`config.mk`:
```
export PLATFORM = sky130hd
export DESIGN_NAME = truth_table_sweep_flat
export DESIGN_NICKNAME = d
export VERILOG_FILES = /design/src/rtl/truth_table_sweep_if.sv /design/src/rtl/truth_table_sweep.sv /design/src/flat_wrapper.sv
export SDC_FILE = /design/constraint.sdc
export NUM_CORES = 1
export LEC_CHECK = 0
export CORE_MARGIN = 2
export CORE_UTILIZATION = 25
export DETAILED_ROUTE_END_ITERATION = 8
export GPL_TIMING_DRIVEN = 0
export PLACE_DENSITY_LB_ADDON = 0.3
export SKIP_CTS_REPAIR_TIMING = 1
export SLEW_MARGIN = 0
export SYNTH_ARGS = -nofsm -noshare
export SYNTH_HDL_FRONTEND = slang
export SYNTH_SLANG_ARGS = --single-unit
```
`constraint.sdc`:
```
create_clock -name clk -period 1.89 [get_ports clk]
set_input_delay 0.378 -clock clk [delete_from_list [all_inputs] [get_ports clk]]
set_output_delay 0.378 -clock clk [all_outputs]
set_load 0.005 [all_outputs]
```
`src/rtl/truth_table_sweep_if.sv`:
```
// Bus between the truth-table sweeper and the 2-input gate network it exercises.
// Optional log bus (RESULT_LOG_EN) carries the captured {p,q} pairs of the last sweep.
interface truth_table_sweep_if;
    logic       start;
    logic       a;
    logic       b;
    logic       p_in;
    logic       q_in;
    logic       busy;
    logic       done;
    logic       pass;
    logic [2:0] err_count;
    logic [1:0] row;
`ifdef RESULT_LOG_EN
    logic [7:0] log;
`endif

    // master: controller/network side; slave: the sweeper
    modport master (
        output start, p_in, q_in,
        input  a, b, busy, done, pass, err_count, row
`ifdef RESULT_LOG_EN
        , input log
`endif
    );

    modport slave (
        input  start, p_in, q_in,
        output a, b, busy, done, pass, err_count, row
`ifdef RESULT_LOG_EN
        , output log
`endif
    );
endinterface

```
`src/rtl/truth_table_sweep.sv`:
```
// Purpose: drives rows 00,01,10,11 onto a 2-input network, checks q == a^b, counts mismatches (RESULT_LOG_EN adds {p,q} log).
// Latency: start accepted at edge T -> done pulse in cycle T+4*(HOLD+1)+1.
// Backpressure: none; start is ignored unless IDLE, no queuing.
module truth_table_sweep #(
    parameter int unsigned HOLD = 2
) (
    input  logic                 clk,
    input  logic                 reset,
    truth_table_sweep_if.slave   sweep
);

    typedef enum logic [1:0] {
        IDLE   = 2'd0,
        DRIVE  = 2'd1,
        SAMPLE = 2'd2,
        DONE   = 2'd3
    } state_t;

    localparam logic [3:0] HOLD_LOAD = 4'(HOLD - 1);

    state_t     state;
    state_t     state_nxt;
    logic [3:0] hold_cnt;
    logic [1:0] row_q;
    logic [2:0] err_q;
    logic [2:0] err_nxt;
    logic       pass_q;
    logic       accept;
    logic       mismatch;
`ifdef RESULT_LOG_EN
    logic [7:0] log_q;
`endif

    always_ff @(posedge clk or posedge reset) begin
        if (reset) begin
            state <= IDLE;
        end else begin
            state <= state_nxt;
        end
    end

    always_comb begin
        state_nxt = state;
        accept    = 1'b0;
        case (state)
            IDLE: begin
                if (sweep.start) begin
                    accept    = 1'b1;
                    state_nxt = DRIVE;
                end
            end
            DRIVE:  if (hold_cnt == 4'd0) state_nxt = SAMPLE;
            SAMPLE: state_nxt = (row_q == 2'd3) ? DONE : DRIVE;
            DONE:   state_nxt = IDLE;
            default: state_nxt = IDLE;
        endcase
    end

    // a,b are the row register itself, so they only move when the row advances
    assign mismatch = sweep.q_in != (row_q[1] ^ row_q[0]);
    assign err_nxt  = err_q + {2'b00, mismatch};

    always_ff @(posedge clk or posedge reset) begin
        if (reset) begin
            hold_cnt <= 4'd0;
            row_q    <= 2'd0;
            err_q    <= 3'd0;
            pass_q   <= 1'b0;
`ifdef RESULT_LOG_EN
            log_q    <= 8'd0;
`endif
        end else begin
            case (state)
                IDLE: begin
                    if (accept) begin
                        hold_cnt <= HOLD_LOAD;
                        row_q    <= 2'd0;
                        err_q    <= 3'd0;
                        pass_q   <= 1'b0;
`ifdef RESULT_LOG_EN
                        log_q    <= 8'd0;
`endif
                    end
                end
                DRIVE: begin
                    if (hold_cnt != 4'd0) hold_cnt <= hold_cnt - 4'd1;
                end
                SAMPLE: begin
                    err_q <= err_nxt;
`ifdef RESULT_LOG_EN
                    log_q[{row_q, 1'b0} +: 2] <= {sweep.p_in, sweep.q_in};
`endif
                    if (row_q != 2'd3) begin
                        row_q    <= row_q + 2'd1;
                        hold_cnt <= HOLD_LOAD;
                    end else begin
                        // pass is settled on entry to DONE so it is valid alongside the done pulse
                        pass_q <= (err_nxt == 3'd0);
                    end
                end
                DONE: row_q <= 2'd0;
                default: row_q <= 2'd0;
            endcase
        end
    end

    assign sweep.a         = row_q[1];
    assign sweep.b         = row_q[0];
    assign sweep.row       = row_q;
    assign sweep.busy      = (state == DRIVE) || (state == SAMPLE);
    assign sweep.done      = (state == DONE);
    assign sweep.pass      = pass_q;
    assign sweep.err_count = err_q;
`ifdef RESULT_LOG_EN
    assign sweep.log       = log_q;
`endif

endmodule

```
`src/flat_wrapper.sv`:
```
// flat-port wrapper written by rule: the top's interface ports become plain ports
module truth_table_sweep_flat 
#(
    parameter int unsigned HOLD = 2
)
  (clk, reset, sweep_start, sweep_p_in, sweep_q_in, sweep_a, sweep_b, sweep_busy, sweep_done, sweep_pass, sweep_err_count, sweep_row);
  truth_table_sweep_if sweep_i ();
  input  logic clk;
  input  logic reset;
  input wire logic [$bits(sweep_i.start)-1:0] sweep_start;
  input wire logic [$bits(sweep_i.p_in)-1:0] sweep_p_in;
  input wire logic [$bits(sweep_i.q_in)-1:0] sweep_q_in;
  output wire logic [$bits(sweep_i.a)-1:0] sweep_a;
  output wire logic [$bits(sweep_i.b)-1:0] sweep_b;
  output wire logic [$bits(sweep_i.busy)-1:0] sweep_busy;
  output wire logic [$bits(sweep_i.done)-1:0] sweep_done;
  output wire logic [$bits(sweep_i.pass)-1:0] sweep_pass;
  output wire logic [$bits(sweep_i.err_count)-1:0] sweep_err_count;
  output wire logic [$bits(sweep_i.row)-1:0] sweep_row;
  assign sweep_i.start = sweep_start;
  assign sweep_i.p_in = sweep_p_in;
  assign sweep_i.q_in = sweep_q_in;
  assign sweep_a = sweep_i.a;
  assign sweep_b = sweep_i.b;
  assign sweep_busy = sweep_i.busy;
  assign sweep_done = sweep_i.done;
  assign sweep_pass = sweep_i.pass;
  assign sweep_err_count = sweep_i.err_count;
  assign sweep_row = sweep_i.row;
  truth_table_sweep #(.HOLD(HOLD)) u_core (.clk(clk), .reset(reset), .sweep(sweep_i));
endmodule
```
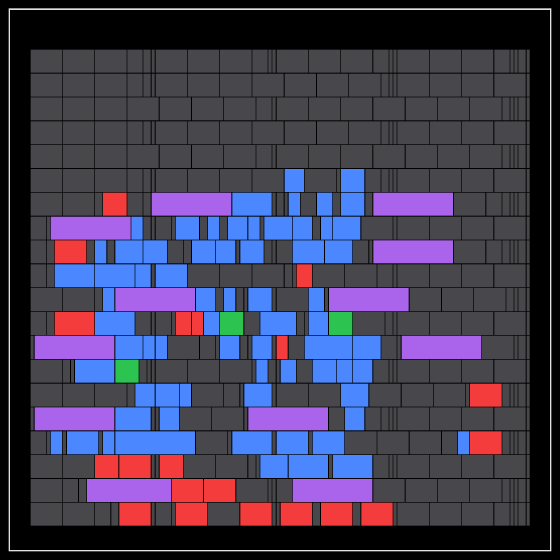
*Cell classes on the final placement*
Fill, decap, tap and diode cells in grey.
[all other logic] blue | cells: 68
[flip-flops] purple | cells: 12
[cells driving clock nets] green | cells: 3
[other buffers and delay cells] red | cells: 20
final core utilization: 34.56%
final std cell area, no fill: 1072 um^2
register share of the cell area: 28.12%
number of placement rows: 20
total core area: 3103 um^2

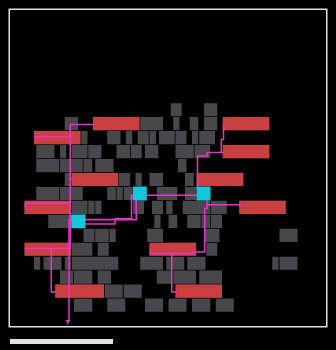
*Routed clock nets over the placement*
The bar under the picture is 20 um long.
[flip-flops] red | count: 12
[cells driving clock nets] cyan | count: 3
[clock wires] magenta | length: 193 um
routed clock nets: 4
worst-skew pair later-pin latency: 270 ps
setup skew after layout: 1.112 ps

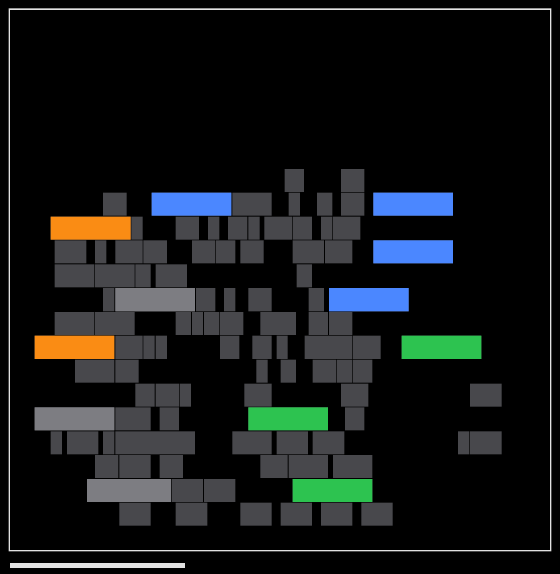
*Sequential cells coloured by netlist name*
The bar under the picture is 20 um long.
[u_core.state] orange | placed flops: 2
[u_core.hold_cnt] blue | placed flops: 4
[u_core.sweep.err_count] green | placed flops: 3
not coloured: 3

-- per-stage QoR --
| step | power [mW] | worst slack, ps | hold slack, ps | std cells | utilization [%] |
|---|---|---|---|---|---|
| 2_1_floorplan | 0.9835 | 116.7 | 242.7 | 86 | - |
| 3_3_place_gp | 1.222 | -98.97 | 495.0 | 143 | 32.70 |
| 3_5_place_dp | 1.242 | -130.6 | 521.6 | 143 | 32.70 |
| 4_1_cts | 1.409 | -39.61 | 453.9 | 146 | 33.43 |
| 5_1_grt | 1.582 | 8.862 | 476.1 | 147 | 34.56 |
| 6_report | 1.436 | 106.8 | 432.1 | 147 | 34.56 |
-- cell families after synthesis --
kind of cell	synth area share, %
buffers and inverters	6.938
adder cells (fa/ha/maj)	12.07
AND-OR/OR-AND	18.85
XOR/XNOR	2.112
flip-flops	36.20
multiplexers	2.564
AND/OR/NAND/NOR	21.27
-- final cells by class --
type / instances / area, um^2
Buffer: 6 / 32.53
Clock buffer: 3 / 22.52
Fill cell: 332 / 2031
Inverter: 7 / 26.28
Multi-Input combinational cell: 61 / 494.2
Sequential cell: 12 / 301.5
Tap cell: 44 / 55.05
Timing Repair Buffer: 14 / 140.1
-- power groups by stage --
stage | Combinational (mW) | Sequential, mW | Clock [mW]
detailed placement | 0.825 | 0.417 | 0
global placement | 0.809 | 0.412 | 0
CTS | 0.832 | 0.410 | 0.166
finish | 0.858 | 0.420 | 0.158
global route | 0.966 | 0.432 | 0.183
floorplan | 0.582 | 0.402 | 0
-- flip-flops by register name, indices dropped and copies added, names as in the netlist --
signal	count
u_core.sweep.err_count	3
u_core.sweep.pass	1
u_core.state	2
u_core.hold_cnt	4
u_core.sweep.row	2
-- worst max-delay path, stage by stage (launching register included) --
cell                        delay [ps]
sky130_fd_sc_hd__dfrtp_2           440
sky130_fd_sc_hd__ha_4              250
sky130_fd_sc_hd__xor2_1            150
sky130_fd_sc_hd__ha_1              170
sky130_fd_sc_hd__ha_1              310
sky130_fd_sc_hd__nor3b_2           180
sky130_fd_sc_hd__o2111ai_1         120
sky130_fd_sc_hd__nand2_1            90
-- cells in the mapped netlist, types with 2 or more instances --
library cell	count
sky130_fd_sc_hd__nor3_1	3
sky130_fd_sc_hd__nand2b_1	3
sky130_fd_sc_hd__inv_1	7
sky130_fd_sc_hd__nor2b_1	5
sky130_fd_sc_hd__a32o_1	2
sky130_fd_sc_hd__o31ai_1	3
sky130_fd_sc_hd__nand2_1	6
sky130_fd_sc_hd__buf_4	2
sky130_fd_sc_hd__nor3b_1	2
sky130_fd_sc_hd__ha_1	8
sky130_fd_sc_hd__a22o_1	2
sky130_fd_sc_hd__dfrtp_1	12
sky130_fd_sc_hd__nand3b_1	2
sky130_fd_sc_hd__clkbuf_1	3
sky130_fd_sc_hd__nor2_1	2
-- worst paths after layout --
path	from	end
hold / removal	reset	u_core.sweep.err_count[1]
max in group asynchronous	reset	u_core.sweep.row[0]
hold reg to reg	u_core.sweep.err_count[1]	u_core.sweep.err_count[1]
setup / recovery	u_core.sweep.row[0]	u_core.sweep.pass
min in group clk	u_core.sweep.err_count[1]	u_core.sweep.err_count[1]
setup reg to reg	u_core.sweep.row[0]	u_core.sweep.pass
==> reports/qor_table.md <==
| Item | Reported | Unit |
|:---|:---|:---|
| Run status | finished, final reports clean | - |
| Number of storage elements in the synthesis netlist | 12 | - |
| Average routed wire per standard cell | 12.00 | um |
| Count of port buffers added during placement | 13 | - |
| Via count of the first global-routing pass | 680 | - |
| Post-Syn Instances | 86 | - |
| Met3 demand-to-capacity share in global routing | 3.782 | % |
| Post-synthesis cell count from yosys | 86 | - |
| Die width | 61.61 | um |
| Average via count per standard cell | 4.673 | - |
| Met1 Usage GRT | 14.80 | % |
| Net Sw Frac | 41.02 | % |
| GRT Total Usage | 11.32 | % |
| Count of TritonRoute iterations in the first routing pass | 4 | - |
| Share of synthesized registers carrying an async set or reset | 100.0 | % |
| Commonest cells after routing, fill and taps aside | sky130_fd_sc_hd__clkdlybuf4s50_1 (12), sky130_fd_sc_hd__dfrtp_1 (11), sky130_fd_sc_hd__ha_1 (7) | - |
| Post-Synthesis Net Count | 99 | - |
| HP Class | input port to async pin | - |
| CTS H-Tree Depth | 1 | - |
| Largest fanout of any net on the critical path | 5 | - |
| Cell taking the most area after synthesis | sky130_fd_sc_hd__dfrtp_1 | - |
| Post-DP HPWL | 1.310 | mm |
| Top_reg_cell synth | sky130_fd_sc_hd__dfrtp_1 | - |
| Worst slew slack as a fraction of its limit | 66.79 | % |
| VDD IR max | 0.7681 | mV |
| Area growth from synthesis to layout | 29.26 | % |
| CP Capture Type | flip-flop | - |
| Portion of total power attributed to the clock network | 11.0 | % |
| Setup repair after global routing missed its margin | false | - |
| Global-route wire length before repair | 3.111 | mm |
| Kind of critical path | flip-flop to flip-flop | - |
| Cell internal power dissipation | 0.8472 | mW |
| Met1 WL | 889 | um |
| Root Buffer | sky130_fd_sc_hd__clkbuf_4 | - |
| TritonCTS Buffers | 3 | - |
| Most congested layer reported by global routing | met2 | - |
| Leakage power total | 0.4884 | nW |
| Placer Congestion | 0.7037 | - |
| Comb power frac | 59.8 | % |
| Detailed route wirelength on metal3 | 48 | um |
| Met2 usage in global routing | 17.59 | % |
| Post-synth seq share | 36.20 | % |
| Layout cell share with drive strength beyond 1 | 15.53 | % |
| Clock Tree Buf Depth | 2 | - |
| Synth area leaders | sky130_fd_sc_hd__dfrtp_1 (36%), sky130_fd_sc_hd__ha_1 (12%), sky130_fd_sc_hd__nor2b_1 (3.8%), sky130_fd_sc_hd__inv_1 (3.2%), sky130_fd_sc_hd__nand2_1 (2.7%) | - |
| Antenna Cells | 0 | - |
| TritonCTS clock tree | built | - |
| Count of library flops with an enable pin | 0 | - |
| Fin. Hold Viols | 0 | - |
| Count of final setup violators | 0 | - |
| Initial antenna violation count | 0 | - |
| Die Footprint | 3795 | um^2 |
| Total wire length after detailed routing | 1.764 | mm |
| Shortest period the worst path allows | 1783 | ps |
| Timing-limited maximum frequency | 560.8 | MHz |
| Max-cap viol count | 0 | - |
| Yosys stat chip area | 829.5 | um^2 |
| Cells on worst reg2reg path | 7 | - |
| YS warnings | 0 | - |
| I/O pin cnt | 15 | - |
| Crit path arrival time | 1990 | ps |
| Actual slew at the worst max-slew pin | 497.6 | ps |
| Relative contribution of sequential cells to total power | 29.2 | % |
| Maximum number of pins on one net before global-route repair | 13 | - |
| Total via count in the routed design | 687 | - |
| Net switching power of the design | 0.5892 | mW |
| Met2 wirelength from detailed routing | 805 | um |
| Required time of the worst setup path | 2100 | ps |
| Clk sinks | 12 | - |
| Top routing layer used | met4 | - |
| Most numerous logic cell after layout | sky130_fd_sc_hd__clkdlybuf4s50_1 | - |
| Tally of OpenROAD warnings | 30 | - |
| Die height | 61.61 | um |
| Drt initial violations | 8 | - |
| Cell area reported after detailed placement | 1015 | um^2 |
| Netlist cell types | 39 | - |
| Final TNS setup | 0 | ps |
| Clock transition at the registers of the reported paths | 70 | ps |
| Init Core Util | 26.73 | % |
| Summed instance area of the synthesized netlist | 829.5 | um^2 |
| Power density normalized to cell area | 1340 | nW/um^2 |
| Number of pins exceeding their max-slew limit in the final report | 0 | - |
| Antenna violation net count after detailed routing | 0 | - |
| # DRC | 0 | - |
| Area share of the largest cell type after synthesis | 36.20 | % |
| Slack of the worst reg-to-reg path | 110 | ps |
| Average footprint of a synthesized cell | 9.646 | um^2 |
| Share of the clock period used by the worst path | 94.35 | % |
| Total Nets Final | 118 | - |
| GRT Residual Overflow | 0 | - |
| Kind of launch point of the worst setup path | flip-flop | - |
No activity file was given, so power comes from the tool's default toggle rates.
